==> run_1/final_congestion.png <==
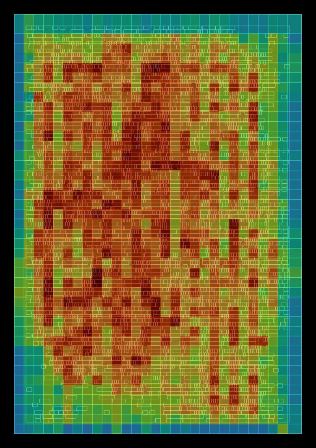
==> run_1/density.png <==
20 x 30 tiles, from dark blue (low) to red (high), 0 to 100% covered.
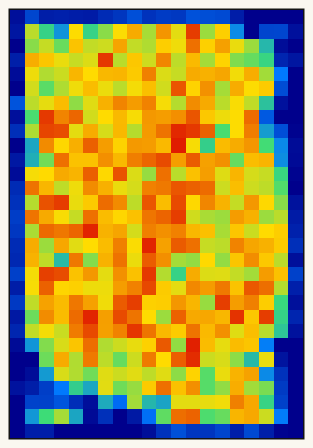
==> run_1/metal_stack.png <==
The bar under the picture is 50 um long.
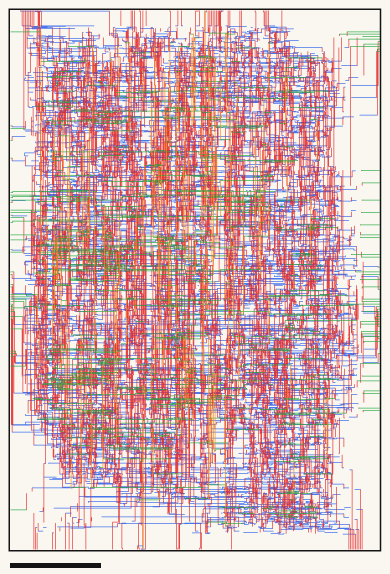
==> src/rtl/activation_bank_reader.sv <==
// ---------------------------------------------------------------------------
// activation_bank_reader
//
// Reads one activation word from each of z banks in parallel. Every accepted
// address package therefore produces a z-word output beat. The beats are
// returned under valid/ready flow control. The final beat of each fo*p/z
// sweep is tagged with out_last. A separate write port loads the previous
// layer's activations into the banks.
//
// Pipeline:
//   accept (edge E0) -> stage A holds the lane addresses
//   edge E1          -> banks are read (write-first) and the beat is pushed
//                       into a 3-deep output queue
//   The queue is built from the output register plus a 2-entry skid buffer.
//   This lets out_data hold its last value while the queue is empty.
//
// Flow control:
//   An occupancy counter tracks stage-A entries plus queue entries.
//   in_ready is registered from the next value of that counter, so there is
//   no combinational path from out_ready to in_ready. With occupancy capped
//   at 3, stage A can always push at E1 and never stalls.
//
// Ports:
//   clk             clock
//   reset_n         asynchronous active-low reset
//   clear           synchronous flush of in-flight reads and the sweep count
//   in_valid        address package valid
//   in_ready        block can accept an address package
//   address_package lane i address at [i*AW +: AW]; lane i reads bank i
//   wr_en           activation write strobe
//   wr_bank         bank to write
//   wr_addr         word within the bank
//   wr_data         activation value
//   out_valid       read data valid
//   out_ready       consumer accepts the data
//   out_data        lane i data at [i*W +: W]
//   out_last        beat is the last of a sweep
// ---------------------------------------------------------------------------
module activation_bank_reader #(
  parameter int fo = 2,
  parameter int p  = 16,
  parameter int z  = 8,
  parameter int W  = 16,
  localparam int AW = $clog2(p / z),
  localparam int BW = $clog2(z)
) (
  input  logic            clk,
  input  logic            reset_n,
  input  logic            clear,
  input  logic            in_valid,
  output logic            in_ready,
  input  logic [AW*z-1:0] address_package,
  input  logic            wr_en,
  input  logic [BW-1:0]   wr_bank,
  input  logic [AW-1:0]   wr_addr,
  input  logic [W-1:0]    wr_data,
  output logic            out_valid,
  input  logic            out_ready,
  output logic [W*z-1:0]  out_data,
  output logic            out_last
);

  localparam int DEPTH = p / z;
  localparam int SWEEP = fo * p / z;
  localparam int SW    = $clog2(SWEEP);

  // Activation storage. This is deliberately not reset.
  logic [W-1:0]   bank_r [z][DEPTH];

  // Stage A: the registered address package and its sweep tag.
  logic           a_valid_r;
  logic [AW*z-1:0] a_addr_r;
  logic           a_last_r;

  // Output register (queue head) plus the 2-entry skid buffer behind it.
  logic           out_valid_r;
  logic [W*z-1:0] out_data_r;
  logic           out_last_r;
  logic [W*z-1:0] buf_data_r [2];
  logic           buf_last_r [2];
  logic [1:0]     buf_cnt_r;

  // Credit and sweep state.
  logic [1:0]     occ_r;
  logic           in_ready_r;
  logic [SW-1:0]  sweep_r;

  // Combinational next-state values.
  logic           acc_s;
  logic           pop_s;
  logic           push_s;
  logic           slot_free_s;
  logic [W*z-1:0] rd_data_s;
  logic [1:0]     occ_n_s;
  logic           out_valid_n_s;
  logic [W*z-1:0] out_data_n_s;
  logic           out_last_n_s;
  logic [W*z-1:0] buf_data_n_s [2];
  logic           buf_last_n_s [2];
  logic [1:0]     buf_cnt_n_s;
  logic           sweep_end_s;

  assign in_ready  = in_ready_r;
  assign out_valid = out_valid_r;
  assign out_data  = out_data_r;
  assign out_last  = out_last_r;

  // Handshake qualifiers. A clear cycle suppresses every handshake.
  always_comb begin
    acc_s       = in_valid & in_ready_r & ~clear;
    pop_s       = out_valid_r & out_ready & ~clear;
    push_s      = a_valid_r & ~clear;
    slot_free_s = ~out_valid_r | pop_s;
    sweep_end_s = (sweep_r == SW'(SWEEP - 1));
  end

  // Bank write port. Writes are taken on every edge, including clear cycles.
  always_ff @(posedge clk) begin
    if (wr_en) begin
      bank_r[wr_bank][wr_addr] <= wr_data;
    end
  end

  // Parallel lane read. A same-edge write to the same word is forwarded.
  always_comb begin
    rd_data_s = {(W*z){1'b0}};
    for (int i = 0; i < z; i++) begin
      if (wr_en && (wr_bank == BW'(i)) && (wr_addr == a_addr_r[i*AW +: AW])) begin
        rd_data_s[i*W +: W] = wr_data;
      end else begin
        rd_data_s[i*W +: W] = bank_r[i][a_addr_r[i*AW +: AW]];
      end
    end
  end

  // Occupancy next value: +1 on accept, -1 on pop, and cleared by clear.
  always_comb begin
    occ_n_s = occ_r;
    if (clear) begin
      occ_n_s = 2'd0;
    end else begin
      case ({acc_s, pop_s})
        2'b10:   occ_n_s = occ_r + 2'd1;
        2'b01:   occ_n_s = occ_r - 2'd1;
        default: occ_n_s = occ_r;
      endcase
    end
  end

  // Output queue next state. The head refills from the skid buffer first,
  // so beats leave in the order they were accepted. Occupancy is capped at 3,
  // so the buffer never overflows.
  always_comb begin
    out_valid_n_s = out_valid_r;
    out_data_n_s  = out_data_r;
    out_last_n_s  = out_last_r;
    buf_data_n_s  = buf_data_r;
    buf_last_n_s  = buf_last_r;
    buf_cnt_n_s   = buf_cnt_r;
    if (clear) begin
      out_valid_n_s = 1'b0;
      buf_cnt_n_s   = 2'd0;
    end else if (slot_free_s) begin
      if (buf_cnt_r != 2'd0) begin
        out_valid_n_s   = 1'b1;
        out_data_n_s    = buf_data_r[0];
        out_last_n_s    = buf_last_r[0];
        buf_data_n_s[0] = buf_data_r[1];
        buf_last_n_s[0] = buf_last_r[1];
        if (push_s) begin
          // After the shift, the tail slot is buf_cnt_r-1. That is bit 1 for cnt 1..2.
          buf_data_n_s[buf_cnt_r[1]] = rd_data_s;
          buf_last_n_s[buf_cnt_r[1]] = a_last_r;
        end else begin
          buf_cnt_n_s = buf_cnt_r - 2'd1;
        end
      end else if (push_s) begin
        out_valid_n_s = 1'b1;
        out_data_n_s  = rd_data_s;
        out_last_n_s  = a_last_r;
      end else begin
        out_valid_n_s = 1'b0;
      end
    end else if (push_s) begin
      buf_data_n_s[buf_cnt_r[0]] = rd_data_s;
      buf_last_n_s[buf_cnt_r[0]] = a_last_r;
      buf_cnt_n_s                = buf_cnt_r + 2'd1;
    end else begin
      buf_cnt_n_s = buf_cnt_r;
    end
  end

  // Stage A, sweep counter and credit registers.
  always_ff @(posedge clk or negedge reset_n) begin
    if (!reset_n) begin
      a_valid_r  <= 1'b0;
      a_addr_r   <= {(AW*z){1'b0}};
      a_last_r   <= 1'b0;
      occ_r      <= 2'd0;
      in_ready_r <= 1'b1;
      sweep_r    <= {SW{1'b0}};
    end else begin
      a_valid_r  <= acc_s;
      occ_r      <= occ_n_s;
      in_ready_r <= (occ_n_s != 2'd3);
      if (acc_s) begin
        a_addr_r <= address_package;
        a_last_r <= sweep_end_s;
      end
      if (clear) begin
        sweep_r <= {SW{1'b0}};
      end else if (acc_s) begin
        sweep_r <= sweep_end_s ? {SW{1'b0}} : sweep_r + SW'(1);
      end
    end
  end

  // Output register and skid buffer.
  always_ff @(posedge clk or negedge reset_n) begin
    if (!reset_n) begin
      out_valid_r   <= 1'b0;
      out_data_r    <= {(W*z){1'b0}};
      out_last_r    <= 1'b0;
      buf_data_r[0] <= {(W*z){1'b0}};
      buf_data_r[1] <= {(W*z){1'b0}};
      buf_last_r[0] <= 1'b0;
      buf_last_r[1] <= 1'b0;
      buf_cnt_r     <= 2'd0;
    end else begin
      out_valid_r <= out_valid_n_s;
      out_data_r  <= out_data_n_s;
      out_last_r  <= out_last_n_s;
      buf_data_r  <= buf_data_n_s;
      buf_last_r  <= buf_last_n_s;
      buf_cnt_r   <= buf_cnt_n_s;
    end
  end

endmodule

==> config.mk <==
export PLATFORM = sky130hd
export DESIGN_NAME = activation_bank_reader
export DESIGN_NICKNAME = d
export VERILOG_FILES = /design/src/rtl/activation_bank_reader.sv
export SDC_FILE = /design/constraint.sdc
export NUM_CORES = 1
export LEC_CHECK = 0
export ABC_AREA = 1
export CORE_ASPECT_RATIO = 1.5
export CORE_MARGIN = 8
export CORE_UTILIZATION = 60
export DETAILED_ROUTE_END_ITERATION = 8
export PLACE_DENSITY = 0.79
export SYNTH_ARGS = -nofsm -noshare
export SYNTH_HDL_FRONTEND = slang
export SYNTH_SLANG_ARGS = --single-unit
==> constraint.sdc <==
create_clock -name clk -period 2.62 [get_ports clk]
set_input_delay 0.524 -clock clk [delete_from_list [all_inputs] [get_ports clk]]
set_output_delay 0.524 -clock clk [all_outputs]
set_load 0.01 [all_outputs]
==> metrics.log, run 1 <==
[report] implementation figures
[metrics] dominant delay contributor by cell family on the critical path: flip-flops
[metrics] Post-DP Area: 0.03478 mm2
[metrics] Non-Clock Buffer Count: 319
[metrics] clock-pin slew reported for the worst setup and hold paths after clock tree synthesis: 0.06 ns
[metrics] Worst Setup Path Type: flop to primary output
[metrics] commonest register cell after synthesis: sky130_fd_sc_hd__dfrtp_1
[metrics] setup violators final: 0
[metrics] fill cell total of the finished layout: 4,023
[metrics] P_int: 24.33 mW
[metrics] clock latency of the later-clocked register in the worst-skew pair: 0.61 ns
[metrics] setup repair after global routing missed its margin: false
[metrics] slowest cell on the critical path: sky130_fd_sc_hd__dfstp_2
[metrics] vias: 27,170
[metrics] Cell Count, Final, Fillers Out: 4,819
[metrics] x dimension of the die: 203.0 um
[metrics] count of buffers inserted at the top-level ports: 164
[metrics] critical path startpoint: in_ready
[metrics] Comb area share: 0.3191
[metrics] number of warnings the tools reported: 26
[metrics] Final Power: 39.19 mW
[metrics] Routed wire per std cell: 18.91 um
[metrics] worst slew pin tran: 0.7228 ns
[metrics] flop count: 661
[metrics] crit path DAT: 1.68 ns
[metrics] setup_tns: 0 ns
[metrics] part of the cycle the worst path needs: 0.8397
[metrics] register share of total power: 0.398
[metrics] kind of launch point of the worst setup path: flop
[metrics] Dominant combinational family: simple AND/OR/NAND/NOR gates
[metrics] core outline area: 0.05219 mm2
[metrics] power density relative to cell area: 1070 mW/mm2
[metrics] warning count from the yosys run: 0
[metrics] flip-flop and latch area: 0.01782 mm2
[metrics] leading area contributor after synthesis: sky130_fd_sc_hd__dfrtp_1
[metrics] post-synthesis area per instance: 7.961 um2
[metrics] worst setup slack after layout: 0.4201 ns
[metrics] sequential area share after synthesis: 0.5662
[metrics] portion of total power attributed to combinational logic: 0.387
[metrics] Simple-Gate Fraction of Synth Area: 0.3009
[metrics] met3 wire length: 7772 um
[metrics] launching point of the worst reg2reg path: out_valid
[metrics] Sink Count: 661
[metrics] via count normalized by instance count: 5.638
[metrics] Net Sw Frac: 0.3790
[metrics] DRC violations left: 0
[metrics] cells in synth_stat.txt: 3,954
[metrics] Hold Startpoint: out_data[38]
[metrics] buffer depth of the longest clock path: 3
[metrics] antenna-violating nets left: 0
[metrics] status: finished clean
[metrics] number of non-clock inverters: 236
[metrics] total detailed-routing wirelength: 91,150 um
[metrics] critical path endpoint category: primary output
[metrics] initial antenna violation count: 2
[metrics] vertical die dimension: 296.5 um
[metrics] Area leader share: 0.3212
[metrics] worst path cell trace: clkdlybuf4s50_1
[metrics] parity-gate share of the synthesized area counting xor and xnor cells: 0.0005565
[metrics] met2 demand-to-capacity share in global routing: 0.5154
[metrics] worst path bufs/invs: 1
[metrics] Cell Count Post-Placement: 4,705
[metrics] pin count of the biggest net entering global routing: 79
[metrics] Finished Cell Area: 0.03664 mm2
[metrics] Met2 Wirelength: 44,290 um
[metrics] cell type taking the most area: flip-flops and latches
[metrics] max-slew headroom at the worst pin: 0.5181
[metrics] Async S/R FF share, synth: 0.6127
[metrics] Endpoint, Worst Hold: out_data[38]
[metrics] number of logic gates: 2,808
[metrics] summed standard-cell area reported by yosys: 0.03148 mm2
[metrics] number of nets at the end of the flow: 4,121
[metrics] worst vdd rail ir drop: 0.0007859 V
[metrics] sequential-cell power consumption: 15.6 mW
[metrics] final count of pins violating max slew: 0
[metrics] number of cells on the critical path: 1
[metrics] number of violations of the max-capacitance limit: 0
[metrics] worst-case setup slack after placement: 0.1811 ns
[metrics] die footprint: 0.06020 mm2
[metrics] share of final-layout standard cells stronger than drive strength 1: 0.06796
[metrics] Max Freq: 0.4546 GHz
[metrics] clock buffer count in the final layout: 94
[metrics] Worst EP required: 2.10 ns
[metrics] reg-to-reg endpoint: buf_data_r[221]
[metrics] first-iteration detailed-routing DRC count: 2,770
[metrics] arithmetic-cell share of the synthesized area counting full adders, half adders and majority gates: 0.0007949
[metrics] worst clock skew on the final layout: 0.01248 ns
[metrics] via count of the first global-routing pass: 27,070
[metrics] sequential share of cell area: 0.4865
[metrics] combinational power: 15.2 mW
[metrics] proportion of final cell area spent on non-clock buffers: 0.09624
[metrics] CP endpoint: in_ready
[metrics] dominant cells by area after synthesis: sky130_fd_sc_hd__dfrtp_1 32%, sky130_fd_sc_hd__edfxtp_1 24%, sky130_fd_sc_hd__nand2_1 19%
[metrics] Final min period: 2.200 ns
[metrics] slowest stage delay, CP: 0.54 ns
[metrics] Area growth, synth to finish: 16.38%
[metrics] number of enable-type register cells in the synthesized netlist: 256
[metrics] CTS tree: built
[metrics] highest routing layer actually used: met4
[metrics] starting density of the core: 0.6031
[metrics] final weighted congestion in routability-driven placement: 0.8572
[metrics] cells on worst reg2reg path: 8
[metrics] first drt pass iteration count: 6
[metrics] floorplan row count: 103
[metrics] tap cells: 682
[metrics] summed instance area of the synthesized netlist: 0.03148 mm2
[metrics] worst hold slack after final layout: 0.4764 ns
[metrics] number of nets at floorplan: 3,990
[metrics] HPWL after detailed placement: 57,500 um
[metrics] clock power share: 0.215
[metrics] boundary pin count: 165
[metrics] type of the most critical hold path: flop to flop
[metrics] Clock buffers and inverters, area share: 0.05031
[metrics] library cells used by synthesis: 28
[metrics] post-synthesis register bit count: 661
[metrics] number of diodes: 2
[metrics] largest power group: registers
[metrics] reg-to-reg setup timing slack: 0.61 ns
[metrics] global-route wire length before repair: 145,700 um
[metrics] metal1 wirelength: 33,740 um
[metrics] switching component of the power: 14.85 mW
[metrics] total area of multi-input combinational cells: 0.01169 mm2
[metrics] library cell used as clock root buffer: sky130_fd_sc_hd__clkbuf_16
[metrics] maximum net fanout on the critical path: 3
[metrics] clock group power: 8.42 mW
[metrics] total setup buffers inserted after CTS: 0
[metrics] share of synthesized cell area in and-or and or-and compound cells: 0.06737
[metrics] synthesized instance count: 3,954
[metrics] cell leakage power: 17.96 nW
[metrics] htree depth: 2
[metrics] Fin. Hold Viols: 0
[metrics] cell count of the worst hold path: 2
[metrics] total congestion overflow after global routing: 0
[metrics] multiplexer area fraction after synthesis: 0
[metrics] CTS buffer count: 59
About final_congestion.png:
aggregate global-route resource usage: 0.3044
fraction of the core area covered by cells at the end of the flow: 0.7019
global-route met3 utilization: 0.05252
global routing usage on met1: 0.3618
global route hottest layer: met2

About density.png:
fullest tile = 97%
mean over tiles = 59%
densest ninth of the die = center
nearly empty tiles = 6.5%
tiles over 75% full = 43%

About metal_stack.png:
orange -> met4  # wire length 5,350 um
green -> met3  # wire length 7,770 um
blue -> met1  # wire length 33.7 mm
red -> met2  # wire length 44.3 mm

## run 1: what timing repair did
action                                 CTS  global route
endpoints found under the hold margin   62             0
hold buffers                             1             0
resized                                  0             0
## run 1: synth_stat cells, drive strengths merged, types with 2 or more instances
master     n
nor2     444
a21oi    112
clkbuf   112
dfrtp    404
o21ai    306
inv      231
nand3    341
nand2   1598
ha         2
buf      137
clkinv     5
edfxtp   256
## run 1: registers in the layout (all words and copies together) (netlist names), 2 cells and up
signal	flops
bank_r	256
buf_last_r	2
out_data	128
buf_cnt_r	2
sweep_r	2
a_addr_r	8
occ_r	2
buf_data_r	256
## run 1: cells in the final DEF, fill, tap and decap left out, types with 2 or more instances in the layout
cell	instances
sky130_fd_sc_hd__o21ai_1	69
sky130_fd_sc_hd__a21oi_1	111
sky130_fd_sc_hd__nand2_1	1582
sky130_fd_sc_hd__clkbuf_4	2
sky130_fd_sc_hd__inv_2	8
sky130_fd_sc_hd__edfxtp_1	256
sky130_fd_sc_hd__nand2_2	14
sky130_fd_sc_hd__clkbuf_16	61
sky130_fd_sc_hd__clkbuf_1	23
sky130_fd_sc_hd__nand3_4	2
sky130_fd_sc_hd__nor2_1	435
sky130_fd_sc_hd__inv_1	220
sky130_fd_sc_hd__ha_1	2
sky130_fd_sc_hd__dfrtp_1	404
sky130_fd_sc_hd__clkdlybuf4s50_1	163
sky130_fd_sc_hd__clkinv_2	14
sky130_fd_sc_hd__diode_2	2
sky130_fd_sc_hd__buf_12	57
sky130_fd_sc_hd__nand2_4	2
sky130_fd_sc_hd__nand3_1	338
sky130_fd_sc_hd__clkinv_1	9
sky130_fd_sc_hd__o21ai_0	236
sky130_fd_sc_hd__clkbuf_8	8
sky130_fd_sc_hd__buf_4	97
sky130_fd_sc_hd__nor2_4	8
==> run_1/gate_families.png <==
The bar under the picture is 50 um long.
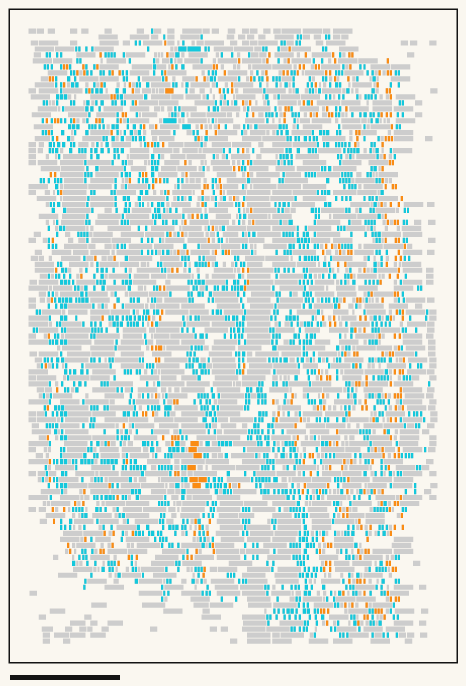

==> run 2, diff against run 1 <==
- CORE_UTILIZATION: 60 -> 55
- PLACE_DENSITY: 0.79 -> 0.76
- clock period: 2.62 -> 2 ns (I/O delays scaled with it)
==> run_2/gate_families.png <==
The bar under the picture is 50 um long.
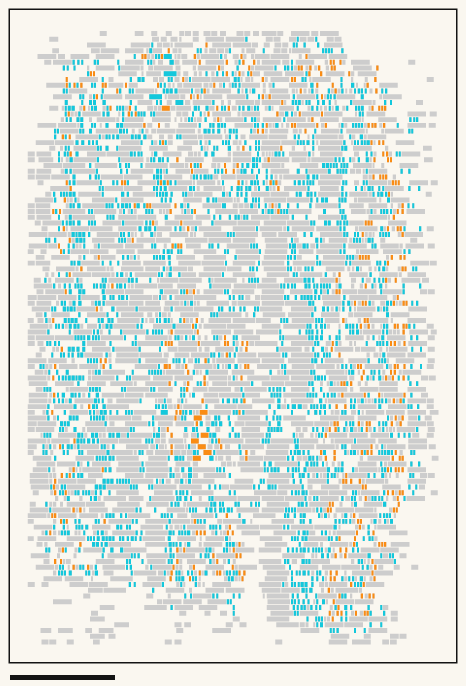
orange -> NOR gates  # cells 444, most used nor2_1, where spread over the die
cyan -> NAND gates  # cells 1,939, most used nand2_1, where spread over the die
Cell Count, Final, Fillers Out: 4,967
Comb area share: 0.3105

==> metrics.log, run 2 <==
[report] implementation figures
[metrics] CTS buffer count: 60 (+1.7%)
[metrics] share of final-layout standard cells stronger than drive strength 1: 0.08522 (+0.01726)
[metrics] final count of pins violating max slew: 0 (unchanged)
[metrics] cells in synth_stat.txt: 3,954 (unchanged)
[metrics] number of nets at the end of the flow: 4,187 (+1.6%)
[metrics] pin count of the biggest net entering global routing: 68 (-14%)
[metrics] core outline area: 0.05676 mm2 (+8.8%)
[metrics] global-route wire length before repair: 145,700 um (about the same)
[metrics] Final Power: 51.92 mW (+32%)
[metrics] power density relative to cell area: 1379 mW/mm2 (+29%)
[metrics] number of violations of the max-capacitance limit: 0 (unchanged)
[metrics] vertical die dimension: 309.0 um (+4.2%)
[metrics] post-synthesis register bit count: 661 (unchanged)
[metrics] worst hold slack after final layout: 0.2495 ns (-0.2268 ns)
[metrics] htree depth: 2 (unchanged)
[metrics] total detailed-routing wirelength: 90,960 um (-0.21%)
[metrics] antenna-violating nets left: 0 (unchanged)
[metrics] total congestion overflow after global routing: 0 (unchanged)
[metrics] dominant delay contributor by cell family on the critical path: buffers and inverters
[metrics] library cells used by synthesis: 28 (unchanged)
[metrics] Worst Setup Path Type: flop to primary output
[metrics] leading area contributor after synthesis: sky130_fd_sc_hd__dfrtp_1
[metrics] via count of the first global-routing pass: 27,150 (+0.29%)
[metrics] crit path DAT: 1.57 ns (-0.11 ns)
[metrics] most common logic cell in the routed design: sky130_fd_sc_hd__nand2_1
[metrics] HPWL after detailed placement: 58,900 um (+2.4%)
[metrics] commonest non-fill, non-tap cells in the layout: 1,582 x sky130_fd_sc_hd__nand2_1, 435 x sky130_fd_sc_hd__nor2_1, 398 x sky130_fd_sc_hd__dfrtp_1, 338 x sky130_fd_sc_hd__nand3_1, 256 x sky130_fd_sc_hd__edfxtp_1
[metrics] synthesized instance count: 3,954 (unchanged)
[metrics] commonest register cell after synthesis: sky130_fd_sc_hd__dfrtp_1
[metrics] aggregate global-route resource usage: 0.2814 (-0.02293)
[metrics] via count normalized by instance count: 5.461 (-3.1%)
[metrics] status: finished clean
[metrics] setup repair after global routing missed its margin: false
[metrics] slowest stage delay, CP: 0.56 ns (+0.02 ns)
[metrics] worst setup slack after layout: 0.03413 ns (-0.3859 ns)
[metrics] number of warnings the tools reported: 26 (unchanged)
[metrics] Cell Count Post-Placement: 4,851 (+3.1%)
[metrics] Async S/R FF share, synth: 0.6127 (unchanged)
[metrics] worst clock skew on the final layout: 0.009095 ns (-0.003383 ns)
[metrics] part of the cycle the worst path needs: 0.9829
[metrics] worst path bufs/invs: 1 (unchanged)
[metrics] worst path cell trace: clkdlybuf4s50_1
[metrics] boundary pin count: 165 (unchanged)
[metrics] CTS tree: built
[metrics] summed instance area of the synthesized netlist: 0.03148 mm2 (unchanged)
[metrics] post-synthesis area per instance: 7.961 um2 (unchanged)
[metrics] number of nets at floorplan: 3,990 (unchanged)
[metrics] worst vdd rail ir drop: 0.001102 V (+40%)
[metrics] vias: 27,120 (-0.17%)
[metrics] Area growth, synth to finish: 19.62%
[metrics] Worst EP required: 1.60 ns (-0.50 ns)
[metrics] count of buffers inserted at the top-level ports: 164 (unchanged)
[metrics] x dimension of the die: 211.3 um (+4.1%)
[metrics] buffer depth of the longest clock path: 3 (unchanged)
[metrics] initial antenna violation count: 4 (+2)
[metrics] library cell used as clock root buffer: sky130_fd_sc_hd__clkbuf_16
[metrics] Finished Cell Area: 0.03765 mm2 (+2.8%)
[metrics] critical path endpoint category: primary output
[metrics] floorplan row count: 107 (+3.9%)
[metrics] fraction of the core area covered by cells at the end of the flow: 0.6633 (-0.03860)
[metrics] Area leader share: 0.3212 (unchanged)
[metrics] first drt pass iteration count: 8 (+2)
[metrics] clock-pin slew reported for the worst setup and hold paths after clock tree synthesis: 0.07 ns (about the same)
[metrics] worst slew pin tran: 0.5840 ns (-0.1388 ns)
[metrics] maximum net fanout on the critical path: 2 (-1)
[metrics] slowest cell on the critical path: sky130_fd_sc_hd__clkdlybuf4s50_1
[metrics] setup violators final: 0 (unchanged)
[metrics] final weighted congestion in routability-driven placement: 0.8975 (+4.7%)
[metrics] Sink Count: 661 (unchanged)
[metrics] warning count from the yosys run: 0 (unchanged)
[metrics] cell leakage power: 18.67 nW (+3.9%)
[metrics] clock latency of the later-clocked register in the worst-skew pair: 0.63 ns (+0.02 ns)
[metrics] first-iteration detailed-routing DRC count: 1,933 (-30%)
[metrics] starting density of the core: 0.5546 (-0.04856)
[metrics] top cell type by instance count after synthesis: sky130_fd_sc_hd__nand2_1
[metrics] kind of launch point of the worst setup path: flop
[metrics] flip-flop and latch area: 0.01783 mm2 (about the same)
[metrics] number of enable-type register cells in the synthesized netlist: 256 (unchanged)
[metrics] Fin. Hold Viols: 0 (unchanged)
[metrics] Final min period: 1.966 ns
[metrics] dominant cells by area after synthesis: sky130_fd_sc_hd__dfrtp_1 32%, sky130_fd_sc_hd__edfxtp_1 24%, sky130_fd_sc_hd__nand2_1 19%
[metrics] top cell types by occurrence after synthesis: 1,583 x sky130_fd_sc_hd__nand2_1, 435 x sky130_fd_sc_hd__nor2_1, 404 x sky130_fd_sc_hd__dfrtp_1
[metrics] setup_tns: 0 ns (unchanged)
[metrics] worst-case setup slack after placement: -0.3942 ns (-0.5753 ns)
[metrics] summed standard-cell area reported by yosys: 0.03148 mm2 (unchanged)
[metrics] type of the most critical hold path: input pin to async pin
[metrics] DRC violations left: 0 (unchanged)
[metrics] max-slew headroom at the worst pin: 0.6107 (+0.09252)
[metrics] die footprint: 0.06530 mm2 (+8.5%)
[metrics] Post-DP Area: 0.03572 mm2 (+2.7%)
[metrics] fill cell total of the finished layout: 4,665 (+16%)
[metrics] sequential area share after synthesis: 0.5662 (unchanged)
[metrics] Max Freq: 0.5087 GHz
[metrics] total area of multi-input combinational cells: 0.01169 mm2 (unchanged)
==> run_2/final_congestion.png <==
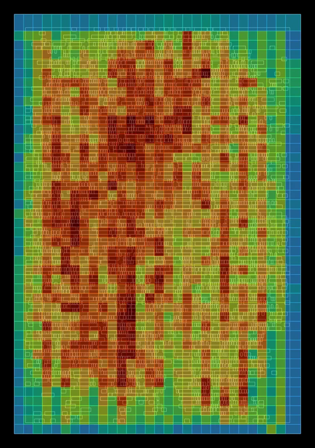
Routed wire per std cell: 18.31 um
global routing usage on met1: 0.3322

## run 2: cell counts after synthesis
No cell type changed its count.
## run 2: area by class of cell
class,instances,area share
Timing Repair Buffer,384,0.1156
Clock inverter,26,0.005018
Tap cell,763,0.02535
Clock buffer,86,0.04599
Inverter,236,0.02373
Sequential cell,661,0.4736
Multi-Input combinational cell,2808,0.3105
Antenna cell,3,0.0001994
## run 2: cell families after synthesis
family,Yosys count,share of synthesized area
AOI/OAI and AO/OA,421,0.06737
xor gates and xnor gates,2,0.0005566
adders and majority gates,2,0.0007948
buffers and inverters,485,0.06419
DFF,661,0.5662
and+or+nand+nor,2383,0.3009
## run 2: path summary, 6_finish.rpt
check                                   start               to  slack (ns)  depth (start not counted)
max in group asynchronous             reset_n  buf_data_r[201]        1.00                          4
min                                   reset_n     out_data[94]        0.25                          2
max                              out_data[17]     out_data[17]        0.03                          1
max reg2reg                      buf_cnt_r[1]     out_data[69]        0.18                          8
min reg2reg                      out_data[31]     out_data[31]        0.48                          2
min in group clk           address_package[0]      a_addr_r[0]        0.37                          3
## run 2: layer usage
layer | routed length [um] | share of wire | up-vias | GRT usage
met5 | 15 | 0.00016 | - | 0
met4 | 5538 | 0.061 | 2 | 0.1707
met3 | 6655 | 0.073 | 284 | 0.04012
met2 | 44930 | 0.49 | 1164 | 0.4836
met1 | 33820 | 0.37 | 12750 | 0.3322
li1 | - | - | 12920 | -
## run 2: power breakdown
group	switching, mW	internal, mW
sequential	2.37	18.1
combinational	12.1	7.91
clock	5.16	6.27
## run 2: repair_timing
item | CTS | global route
gates cloned | 0 | 0
setup buffers | 0 | 0
hold buffers | 1 | 0
setup endpoints to repair | 40 | 16
gates resized | 46 | 16
hold endpoints to repair | 78 | 0
No activity file was given, so power comes from the tool's default toggle rates.
